`src/rtl/instr_pkg.sv`:
```
`default_nettype none
// ============================================================================
// Module      : instr_pkg
// Description : Shared MIPS encoding constants for the instruction encoder
//               and the controller decoder.
// Revision    : 1.0 - initial release
// ============================================================================
package instr_pkg;

    localparam logic [3:0] KIND_NOP  = 4'd0;
    localparam logic [3:0] KIND_ADDU = 4'd1;
    localparam logic [3:0] KIND_SUBU = 4'd2;
    localparam logic [3:0] KIND_ORI  = 4'd3;
    localparam logic [3:0] KIND_LW   = 4'd4;
    localparam logic [3:0] KIND_SW   = 4'd5;
    localparam logic [3:0] KIND_BEQ  = 4'd6;
    localparam logic [3:0] KIND_LUI  = 4'd7;
    localparam logic [3:0] KIND_J    = 4'd8;
    localparam logic [3:0] KIND_JAL  = 4'd9;
    localparam logic [3:0] KIND_JR   = 4'd10;

    localparam logic [5:0] OP_SPECIAL = 6'h00;
    localparam logic [5:0] OP_J       = 6'h02;
    localparam logic [5:0] OP_JAL     = 6'h03;
    localparam logic [5:0] OP_BEQ     = 6'h04;
    localparam logic [5:0] OP_ORI     = 6'h0D;
    localparam logic [5:0] OP_LUI     = 6'h0F;
    localparam logic [5:0] OP_LW      = 6'h23;
    localparam logic [5:0] OP_SW      = 6'h2B;

    localparam logic [5:0] FUNCT_ADDU = 6'h21;
    localparam logic [5:0] FUNCT_SUBU = 6'h23;
    localparam logic [5:0] FUNCT_JR   = 6'h08;

    localparam logic [31:0] NOP_WORD = 32'h0000_0000;

endpackage : instr_pkg
`default_nettype wire

```
`src/rtl/instr_pack.sv`:
```
`default_nettype none
// ============================================================================
// Module      : instr_pack
// Description : Combinational MIPS word assembler from mnemonic kind + fields.
// Revision    : 1.0 - initial release
// ============================================================================
module instr_pack
    import instr_pkg::*;
(
    input  logic [3:0]  kind,
    input  logic [4:0]  rs,
    input  logic [4:0]  rt,
    input  logic [4:0]  rd,
    input  logic [25:0] imm,
    output logic [31:0] word,
    output logic        is_branch,
    output logic        illegal
);

    always_comb begin
        word      = NOP_WORD;
        is_branch = 1'b0;
        illegal   = 1'b0;
        case (kind)
            KIND_NOP:  word = NOP_WORD;
            KIND_ADDU: word = {OP_SPECIAL, rs, rt, rd, 5'h00, FUNCT_ADDU};
            KIND_SUBU: word = {OP_SPECIAL, rs, rt, rd, 5'h00, FUNCT_SUBU};
            KIND_ORI:  word = {OP_ORI, rs, rt, imm[15:0]};
            KIND_LW:   word = {OP_LW,  rs, rt, imm[15:0]};
            KIND_SW:   word = {OP_SW,  rs, rt, imm[15:0]};
            KIND_LUI:  word = {OP_LUI, 5'h00, rt, imm[15:0]};
            KIND_BEQ: begin
                word      = {OP_BEQ, rs, rt, imm[15:0]};
                is_branch = 1'b1;
            end
            KIND_J: begin
                word      = {OP_J, imm};
                is_branch = 1'b1;
            end
            KIND_JAL: begin
                word      = {OP_JAL, imm};
                is_branch = 1'b1;
            end
            KIND_JR: begin
                word      = {OP_SPECIAL, rs, 15'h0000, FUNCT_JR};
                is_branch = 1'b1;
            end
            default:   illegal = 1'b1;
        endcase
    end

endmodule : instr_pack
`default_nettype wire

```
`src/rtl/instr_encoder.sv`:
```
`default_nettype none
// ============================================================================
// Module      : instr_encoder
// Description : Encodes MIPS instructions into a FIFO and streams them out
//               with sequential PC addresses, optionally padding delay slots.
// Revision    : 1.0 - initial release
// ============================================================================
module instr_encoder
    import instr_pkg::*;
#(
    parameter int          DEPTH          = 8,
    parameter logic [31:0] PC_BASE        = 32'h0000_3000,
    parameter bit          PAD_DELAY_SLOT = 1'b1
) (
    input  logic        clk,
    input  logic        reset,
    input  logic        in_valid,
    output logic        in_ready,
    input  logic [3:0]  in_kind,
    input  logic [4:0]  in_rs,
    input  logic [4:0]  in_rt,
    input  logic [4:0]  in_rd,
    input  logic [25:0] in_imm,
    output logic        out_valid,
    input  logic        out_ready,
    output logic [31:0] out_instr,
    output logic [31:0] out_addr,
    output logic        err_illegal,
    output logic [7:0]  illegal_cnt
);

    localparam int AW = $clog2(DEPTH);
    localparam int CW = AW + 1;

    logic [31:0]   w_word;
    logic          w_is_branch;
    logic          w_illegal;
    logic          w_accept;
    logic          w_pop;
    logic [1:0]    w_pushes;

    logic [AW-1:0] wr_ptr_q, wr_ptr_d;
    logic [AW-1:0] rd_ptr_q, rd_ptr_d;
    logic [CW-1:0] count_q, count_d;
    logic [31:0]   out_addr_q, out_addr_d;
    logic          err_q, err_d;
    logic [7:0]    illegal_cnt_q, illegal_cnt_d;
    logic [31:0]   mem_q [DEPTH];
    logic [31:0]   mem_d [DEPTH];

    instr_pack u_pack (
        .kind      (in_kind),
        .rs        (in_rs),
        .rt        (in_rt),
        .rd        (in_rd),
        .imm       (in_imm),
        .word      (w_word),
        .is_branch (w_is_branch),
        .illegal   (w_illegal)
    );

    // Space is judged on registered occupancy only, leaving room for a pair.
    generate
        if (PAD_DELAY_SLOT) begin : g_pad
            assign in_ready = (count_q <= CW'(DEPTH - 2));
        end else begin : g_nopad
            assign in_ready = (count_q < CW'(DEPTH));
        end
    endgenerate

    assign out_valid   = (count_q != '0);
    assign out_instr   = mem_q[rd_ptr_q];
    assign out_addr    = out_addr_q;
    assign err_illegal = err_q;
    assign illegal_cnt = illegal_cnt_q;

    assign w_accept = in_valid & in_ready;
    assign w_pop    = out_valid & out_ready;

    always_comb begin
        w_pushes = 2'd0;
        if (w_accept && !w_illegal) begin
            w_pushes = (PAD_DELAY_SLOT && w_is_branch) ? 2'd2 : 2'd1;
        end
    end

    always_comb begin
        mem_d = mem_q;
        if (w_pushes != 2'd0) begin
            mem_d[wr_ptr_q] = w_word;
        end
        if (w_pushes == 2'd2) begin
            mem_d[wr_ptr_q + AW'(1)] = NOP_WORD;
        end
        wr_ptr_d      = wr_ptr_q + AW'(w_pushes);
        rd_ptr_d      = rd_ptr_q + AW'(w_pop);
        count_d       = count_q + CW'(w_pushes) - CW'(w_pop);
        out_addr_d    = w_pop ? (out_addr_q + 32'd4) : out_addr_q;
        err_d         = w_accept & w_illegal;
        illegal_cnt_d = illegal_cnt_q;
        if (w_accept && w_illegal && (illegal_cnt_q != 8'hFF)) begin
            illegal_cnt_d = illegal_cnt_q + 8'd1;
        end
    end

    always_ff @(posedge clk or posedge reset) begin
        if (reset) begin
            wr_ptr_q      <= '0;
            rd_ptr_q      <= '0;
            count_q       <= '0;
            out_addr_q    <= PC_BASE;
            err_q         <= 1'b0;
            illegal_cnt_q <= 8'd0;
        end else begin
            wr_ptr_q      <= wr_ptr_d;
            rd_ptr_q      <= rd_ptr_d;
            count_q       <= count_d;
            out_addr_q    <= out_addr_d;
            err_q         <= err_d;
            illegal_cnt_q <= illegal_cnt_d;
        end
    end

    // Storage needs no reset: occupancy alone decides what is visible.
    always_ff @(posedge clk) begin
        mem_q <= mem_d;
    end

endmodule : instr_encoder
`default_nettype wire

```
`config.mk`:
```
export PLATFORM = sky130hd
export DESIGN_NAME = instr_encoder
export DESIGN_NICKNAME = d
export VERILOG_FILES = /design/src/rtl/instr_pkg.sv /design/src/rtl/instr_pack.sv /design/src/rtl/instr_encoder.sv
export SDC_FILE = /design/constraint.sdc
export NUM_CORES = 1
export LEC_CHECK = 0
export ABC_AREA = 1
export CAP_MARGIN = 20
export CORE_MARGIN = 2
export CORE_UTILIZATION = 25
export DETAILED_ROUTE_END_ITERATION = 6
export PLACE_DENSITY = 0.43
export SLEW_MARGIN = 10
export SYNTH_ARGS = -nofsm -noshare
export SYNTH_HDL_FRONTEND = slang
export SYNTH_SLANG_ARGS = --single-unit
```
`constraint.sdc`:
```
create_clock -name clk -period 3.02 [get_ports clk]
set_input_delay 0.302 -clock clk [delete_from_list [all_inputs] [get_ports clk]]
set_output_delay 0.302 -clock clk [all_outputs]
set_load 0.01 [all_outputs]
```
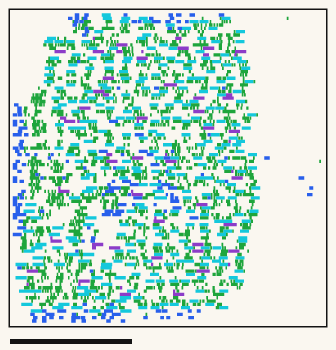
Figure 1: run 1, cell classes on the final placement.
Bar = 100 µm.
colour	class	cells	share of their area
purple	clock drivers and dummy loads	68	6.2%
blue	other buffers and delay cells	183	10%
cyan	flops	305	34%
green	all other logic	2193	50%
number of core rows: 93
register share of the cell area: 0.319
Post-Layout Inst Area: 19900 µm²

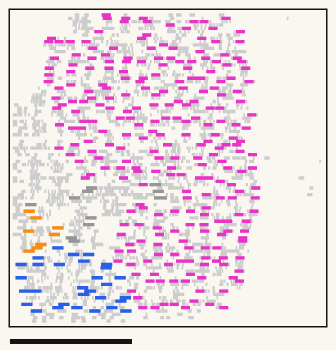
Figure 2: run 1, register map, names as in the netlist.
Bar = 100 µm. Other sequential cells in the stronger grey, the rest of the logic in the fainter grey.
colour	signal	sequential cells
blue	out_addr	30
orange	illegal_cnt	8
magenta	mem_q	256
not coloured	11
utilization of the core after routing: 0.310
sequential cell area in the final layout: 6360 µm²

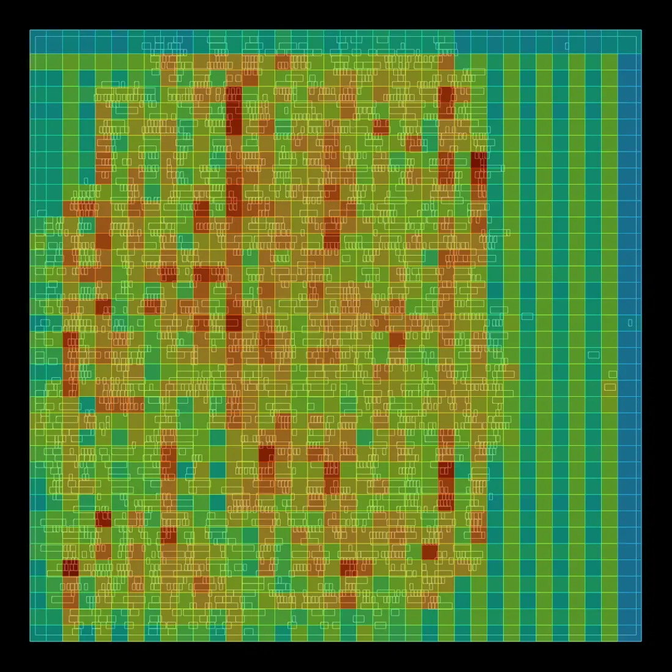
Figure 3: run 1, routing congestion map.
M1 GR Usage: 0.223
met3 track demand over resource: 0.0198

==> run summary, run 1 <==
Flow results are below.

- In this run the full chip footprint comes out at 66800 µm².
- The number of buffers between clock root and the deepest sink is 3, for reference.
- Per the skew report, the later register of the worst-skew pair sees a clock latency of 0.55 ns.
- The clock tree from TritonCTS is done, for reference.
- Among the non-sequential cells, simple AND/OR/NAND/NOR gates take the most area.
- The critical path in this run is classified as flop to output port.
- Summed over the clock group, the power is 4.36 mW.
- The vertical die dimension is 258 µm, for reference.
- Of the total synthesized cell area, the portion taken by full adders, half adders and majority gates is 0.0125.
- Hold-check failures listed in the final report amount to 0.
- STA classifies the critical path startpoint as a flop.
- The detail route stage leaves a number of antenna-violating nets equal to 0.
- Looking at the clock tree report, the root buffer type is sky130_fd_sc_hd__clkbuf_16.
- The critical path maximum fanout is 22.
- In the final layout, the clock buffer count is approximately 63.
- Summed over all cells, the static leakage comes to 11.2 nW.
- The critical register-to-register path endpoint is mem_q[36], for reference.
- The via count of the first global-routing pass is 14700, for reference.
- The all-layer global routing usage is 0.162, for reference.
- The number of warning messages in the yosys log is 0, for reference.
- In the routed layout, each cell is associated on average with a via count of between 4 and 5.
- Per the detail_route report, routed wire per instance is 15.0 µm.
- For the final routed database, the setup TNS stands at 0 ns.
- After layout, the design draws a total of roughly 21 mW.
- The area of the synthesized netlist per yosys stat is 16200 µm², for reference.
- The number of antenna violations at the first check in global routing is 0.
- The transition time at the pin with the least slew margin is 0.846 ns, for reference.
- The die extent in x is 258 µm, for reference.
- The number of cells upsized or downsized after cts is 23, for reference.
- The final hold slack is 0.0742 ns, for reference.
- The count of tool warnings is 28, for reference.
- Of the total power, combinational logic draws 0.461.
- The most used flip-flop cell is sky130_fd_sc_hd__dfxtp_1, for reference.
- Per the layout area report, the combinational fraction of cell area is 0.396.
- The H-tree depth is 2, for reference.
- The power in sequential cells is 6.71 mW, for reference.
- The buffers plus inverters on the worst setup path is 2, for reference.
- The fraction of final layout cells sized beyond drive strength 1 is 0.0611, for reference.
- The number of sequential cells in the layout is slightly above 300, for reference.
- 1803 cells are multi-input combinational gates.
- The flow reported a cell area power density of 1030 nW/µm².
- The placement report lists the number of port buffers as 121.
- The portion of synthesized area spent on multiplexers is 0.
- Leaving out filler cells and counting taps, the final layout contains approximately 3600.
- The I/O pin count is around 120, for reference.
- By count the netlist is led by 739 x sky130_fd_sc_hd__nand2_1, 561 x sky130_fd_sc_hd__nor2_1, 381 x sky130_fd_sc_hd__inv_1, 256 x sky130_fd_sc_hd__dfxtp_1, 157 x sky130_fd_sc_hd__o21ai_0.
- Per the cell usage report, the commonest logic cells after layout are 739 x sky130_fd_sc_hd__nand2_1, 561 x sky130_fd_sc_hd__nor2_1, 379 x sky130_fd_sc_hd__inv_1.
- The post-route worst setup slack is 0.0677 ns, for reference.
- The count of routing violations after the opening detailed-route iteration is 811, for reference.
- Summing all placed instances gives a cell area of 18600 µm².
- The antenna diode count is 0, for reference.
- The largest part of the power goes to combinational cells.
- The main area contributors are sky130_fd_sc_hd__dfxtp_1 32%, sky130_fd_sc_hd__nand2_1 17%, sky130_fd_sc_hd__nor2_1 13%.
- STA shows the worst reg2reg path with a cell count of 11.
- The startpoint of the worst-slack reg-to-reg timing path is count_q[3], for reference.
- Among all cell classes, the greatest summed area belongs to combinational gates.
- For reference, the critical path cell chain is buf_12, a21oi_1, o21ai_0, nand2_1, nor2_1, a31oi_2, clkdlybuf4s50_1.
- Max-cap violations in this run came to 0.
- The tap cell instance count is 855, for reference.
- Per the final report, the share of cell area in clock cells is 0.0585.
- The synthesized netlist handed to floorplanning was reported with a cell count of 2626.
- The final layout contains routed wiring with a total length of 53900 µm.
- The number of remaining DRC errors is 0, for reference.
- Internal power comes to ~12 mW.
- The number of stages on the worst setup path is 7, for reference.
- The number of vias in the routed layout is 15600, for reference.
- The post-CTS clock slew at the launch and capture registers of the worst setup and hold paths is 0.06 ns, for reference.
- Routability-driven placement finished with a final weighted congestion of 0.811.
- Before CTS, the worst setup slack after placement is 0.312 ns.
- Per the TritonCTS log, the buffer count is 37.
- The footprint of the multi-input gates is 7880 µm², for reference.
- The worst clock skew on the final layout is between 0.01 and 0.015 ns, for reference.
- The growth of design area from synthesis to finish is 23.1%, for reference.
- For flop-to-flop paths, the worst setup slack is 0.58 ns.
- The setup fix buffers added after clock tree synthesis is 2, for reference.
- The cell count listed in synth_stat.txt is about 2600, for reference.
- The flow ran to the end, and the final reports show no timing, DRC or antenna violations.
- The switching fraction of total power is 0.404, for reference.
- The total combinational power is 9.47 mW, for reference.
- The required time at the worst endpoint is listed as between 2 and 3 ns.
- The post-placement cell count is between 3000 and 4000, for reference.
- The average instance in the mapped netlist occupies 6.16 µm².
- Setup repair after global routing left no endpoint under its margin.
- The post-cts hold buffer count is 0, for reference.
- The critical path ends at out_instr[14].
- The standard cell with the maximum stage delay on the critical path is sky130_fd_sc_hd__clkdlybuf4s50_1, for reference.
- The cell-mix breakdown from Yosys lists the XOR/XNOR area share as 0.0141.
- The total count of max-transition violations in the final report is 0, for reference.
- The peak per-stage delay on the critical path is 0.61 ns, for reference.
- The cell-mix breakdown from Yosys lists the simple-gate area share as 0.343.
- Per Yosys stat, the portion of area used by sequential elements is 0.393.
- The number of distinct standard cells referenced by the synthesized netlist is 34, for reference.
- The number of register bits inferred by synthesis is about 300, for reference.
- Global routing finished with a remaining overflow of 0.
- The CTS sink count is roughly 300, for reference.
- The sort of element at the end of the critical path is an output port, for reference.
- The placeable core region is ~64000 µm², for reference.
- Leaving out the clock tree, the finished layout contains an inverter count of ~390.
- The worst hold-check path type is input pin to async pin, for reference.
- The non-clock buffer contribution to total cell area is 0.0989, for reference.
- The sequential group share of total power is 0.327, for reference.
- The first global-routing pass estimated 84700 µm of wire.
- After layout, the buffer instance count without clock buffers stands at 183.
- The initial utilization of the core area, before any placement, comes to 0.252.
- The share of the cycle needed by the critical path after routing is 0.978, for reference.
[run 1: metal layers]
layer	vias to the layer above	share of wire	global-route usage
li1	8120	-	-
met1	7090	0.48	0.223
met2	323	0.46	0.269
met3	58	0.042	0.0198
met4	0	0.017	0.0348
met5	-	0	0
[run 1: cell families after synthesis]
| group | after synthesis |
|---|---|
| flip-flops | 305 |
| AND-OR/OR-AND | 348 |
| adder cells (fa/ha/maj) | 15 |
| other | 1 |
| AND/OR/NAND/NOR | 1412 |
| buffers and inverters | 519 |
| XOR/XNOR | 26 |
[run 1: registers in the layout, indices dropped and copies added (netlist names)]
name / cells
illegal_cnt: 8
err_illegal: 1
mem_q: 256
count_q: 4
wr_ptr_q: 3
rd_ptr_q: 3
out_addr: 30
## Run 2: what changed since run 1
--- a/config.mk
+++ b/config.mk
@@ -10,7 +10,9 @@
 export CORE_MARGIN = 2
 export CORE_UTILIZATION = 25
 export DETAILED_ROUTE_END_ITERATION = 6
+export GPL_ROUTABILITY_DRIVEN = 1
 export PLACE_DENSITY = 0.43
+export SETUP_SLACK_MARGIN = 0.3
 export SLEW_MARGIN = 10
 export SYNTH_ARGS = -nofsm -noshare
 export SYNTH_HDL_FRONTEND = slang
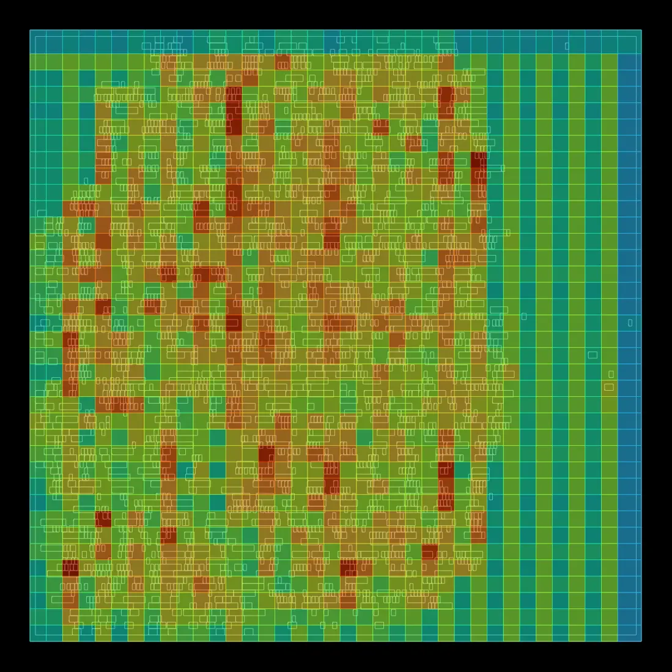
Figure 4: run 2, routing congestion map.
met2 track utilization from global routing: 0.270
utilization of the core after routing: 0.309
aggregate global-route resource usage: 0.162
busiest metal layer after global routing: met2
mean routed wirelength per cell: 15.0 µm

==> run summary, run 2 <==
Flow results are below.

- The run finished with clean final reports.
- The number of non-clock buffers is 184 (+0.55%).
- The routability-driven placement congestion ratio is 0.811 (unchanged).
- By area the synthesized netlist is led by sky130_fd_sc_hd__dfxtp_1 32%, sky130_fd_sc_hd__nand2_1 17%, sky130_fd_sc_hd__nor2_1 13%.
- The die extent in x is 258 µm (unchanged), for reference.
- The static leakage power is 11.2 nW (-0.27%), for reference.
- The fraction of area in clock buffers and inverters is 0.0587 (+0.000184), for reference.
- The post-synthesis average cell area came to 6.16 µm² (unchanged).
- The number of non-clock inverters in the layout came to 390 (unchanged).
- The number of stages on the worst setup path came to 7 (unchanged).
- The peak per-stage delay on the critical path is 0.46 ns (-0.15 ns).
- The worst hold-check path type is input pin to async pin, for reference.
- The sequential cell area share is 0.320 (+0.00101).
- The library cells used most frequently in the layout, excluding fill and tap cells, are 739 x sky130_fd_sc_hd__nand2_1, 561 x sky130_fd_sc_hd__nor2_1, 379 x sky130_fd_sc_hd__inv_1.
- The post-cts hold buffer count is 0 (unchanged), for reference.
- The sequential group share of total power is 0.329 (+0.002), for reference.
- The largest family of logic cells by area is simple AND/OR/NAND/NOR gates, for reference.
- The area of the synthesized netlist per yosys stat is 16200 µm² (unchanged).
- The worst clock skew on the final layout is 0.0140 ns (+0.000114 ns), for reference.
- The fraction of standard cell area in multi-input logic is 0.397 (+0.00144), for reference.
- The number of cells upsized or downsized after cts came to 61 (+170%).
- The met3 track demand over resource is 0.0198 (unchanged).
- The cell area after layout was 19900 µm² (-0.31%).
- The setup fix buffers added after clock tree synthesis is 3 (+1), for reference.
- The post-placement cell count is 3533 (unchanged), for reference.
- The vertical die dimension was 258 µm (unchanged).
- The fraction of the mapped netlist area in simple logic gates was 0.343 (unchanged).
- The number of vias in the routed layout is 15600 (+0.12%), for reference.
- The top fanout value on the critical path came to 40 (+82%).
- The buffers plus inverters on the worst setup path is 2 (unchanged).
- The post-CTS clock slew at the launch and capture registers of the worst setup and hold paths is 0.06 ns (about the same), for reference.
- The internal power is 12.1 mW (-1.3%), for reference.
- The timing report shows that the slowest cell on the worst path is sky130_fd_sc_hd__dfrtp_2.
- The number of buffers between clock root and the deepest sink is 3 (unchanged), for reference.
- The number of register bits inferred by synthesis is 305 (unchanged), for reference.
- The relative contribution of combinational cells to total power is 0.457 (-0.004), for reference.
- The count of mapped cells out of synthesis is 2626 (unchanged).
- The growth of design area from synthesis to finish is 22.7%, for reference.
- The footprint of the multi-input gates is 7890 µm² (about the same), for reference.
- The critical path required time was 2.72 ns (about the same).
- The share of total power dissipated in the clock network is 0.214.
- The post-route worst setup slack is 0.369 ns (+0.302 ns), for reference.
- The number of antenna violations at the first check in global routing was 0 (unchanged).
- The number of standard-cell rows in the floorplan is 93 (unchanged).
- The number of sequential cells in the layout was 305 (unchanged).
- The final hold slack is 0.0733 ns (-0.000905 ns), for reference.
- Walking the worst path, the cells encountered are buf_6, a21oi_1, o21ai_0, nand2_1, nor2_1, a31oi_2, dlygate4sd2_1.
- The remaining number of nets flagged by the antenna check after routing is 0 (unchanged), for reference.
- The starting density of the core was 0.252 (unchanged).
- The post-synthesis xor/xnor area fraction is 0.0141 (unchanged), for reference.
- The length in cells of the worst reg-to-reg path is 13 (+2), for reference.
- The tap cell instance count is 855 (unchanged).
- The total power per unit cell area came to 1030 nW/µm² (-0.37%).
- The antenna diode count came to 0 (unchanged).
- The count of tool warnings came to 29 (+3.6%).
- The number of warning messages in the yosys log is 0 (unchanged), for reference.
- The most used flip-flop cell is sky130_fd_sc_hd__dfxtp_1, for reference.
- The CTS sink count came to 305 (unchanged).
- The fraction of final layout cells sized beyond drive strength 1 is 0.0680 (+0.00689), for reference.
- Ranked by flip-flop count, first place goes to mem_q.
- The flip-flop count of the largest register, all copies and words added came to 256 (unchanged).
- The sequential cell area fraction in the yosys report is 0.393 (unchanged).
- The vias per cell was 4.33 (about the same).
- The overall power after layout came to 20.4 mW (-0.68%).
- The worst-skew pair later-pin latency came to 0.55 ns (about the same).
- The number of standard cells in the final layout excluding fillers is 3605 (+0.028%), for reference.
- Counting instances in the post-synthesis netlist gives the leading cell types as 739 x sky130_fd_sc_hd__nand2_1, 561 x sky130_fd_sc_hd__nor2_1, 381 x sky130_fd_sc_hd__inv_1, 256 x sky130_fd_sc_hd__dfxtp_1, 157 x sky130_fd_sc_hd__o21ai_0.
- The share of the cycle needed by the critical path after routing was 0.878 (-0.0999).
- The detailed-routing wirelength on met1 is 26200 µm (+0.44%), for reference.
- The multiplexer area fraction after synthesis is 0 (unchanged), for reference.
- The number of distinct standard cells referenced by the synthesized netlist is 34 (unchanged).
- The met1 global-route usage is 0.223 (-0.000349), for reference.
- The via count of the first global-routing pass is 14800 (+0.27%).
- The non-clock buffer contribution to total cell area was 0.0955 (-0.00341).
- The remaining global-route overflow is 0 (unchanged).
- The detailed route wirelength on metal3 was 2050 µm (-9.5%).
- The placeable core region was 64200 µm² (unchanged).
- The count of routing violations after the opening detailed-route iteration is 844 (+4.1%), for reference.
- The I/O pin count is 124 (unchanged), for reference.
- The register area is 6360 µm² (unchanged).
- The number of remaining DRC errors is 0 (unchanged), for reference.
- Per the timing report, the achievable frequency comes out to 0.377 GHz.
- The wire length of the first global-routing pass is 84700 µm (about the same), for reference.
- The type of origin of the critical path is a flop, for reference.
- The layout multi-input combinational cell count is 1803 (unchanged).
- The cell count listed in synth_stat.txt is 2626 (unchanged), for reference.
- The transition time at the pin with the least slew margin came to 0.852 ns (+0.00542 ns).
- The wire length on met2 is 24700 µm (+0.32%), for reference.
- The clock tree from TritonCTS is done, for reference.
- The number of clock buffer instances in the layout was 63 (unchanged).
- The biggest slice of the area belongs to combinational gates.
- The port buffer count is 121 (unchanged), for reference.
- The H-tree depth was 2 (unchanged).
- The total CTS buffers was 37 (unchanged).
- The sum of negative setup slack is 0 ns (unchanged), for reference.
- The wire length reported by the detailed router is 53900 µm (unchanged).
- The cell at the root of the clock tree is sky130_fd_sc_hd__clkbuf_16, for reference.
- The detailed router used layers up to and including met4.
- The sort of element at the end of the critical path is an output port, for reference.
- The max-capacitance violation count is 0 (unchanged), for reference.
- The critical path is of the flop to output port type.
==> run 2: power groups by stage <==
| stage | sequential, mW | combinational, mW | clock (mW) |
|---|---|---|---|
| floorplan | 6.59 | 6.10 | 0 |
| global placement | 6.77 | 9.26 | 0 |
| detailed placement | 6.80 | 9.39 | 0 |
| CTS | 6.73 | 9.41 | 4.51 |
| global route | 6.92 | 10.7 | 4.67 |
| finish | 6.72 | 9.33 | 4.36 |
==> run 2: final timing paths <==
check | end | from | slack [ns]
setup / recovery | out_instr[14] | rd_ptr_q[1] | 0.37
hold / removal | rd_ptr_q[0] | reset | 0.07
setup reg to reg | mem_q[233] | count_q[3] | 0.57
hold reg to reg | mem_q[94] | mem_q[94] | 0.46
max in group asynchronous | out_addr[13] | reset | 2.24
min in group clk | mem_q[94] | mem_q[94] | 0.46
Power figures rest on the tool's default switching activity, not on a simulated workload.
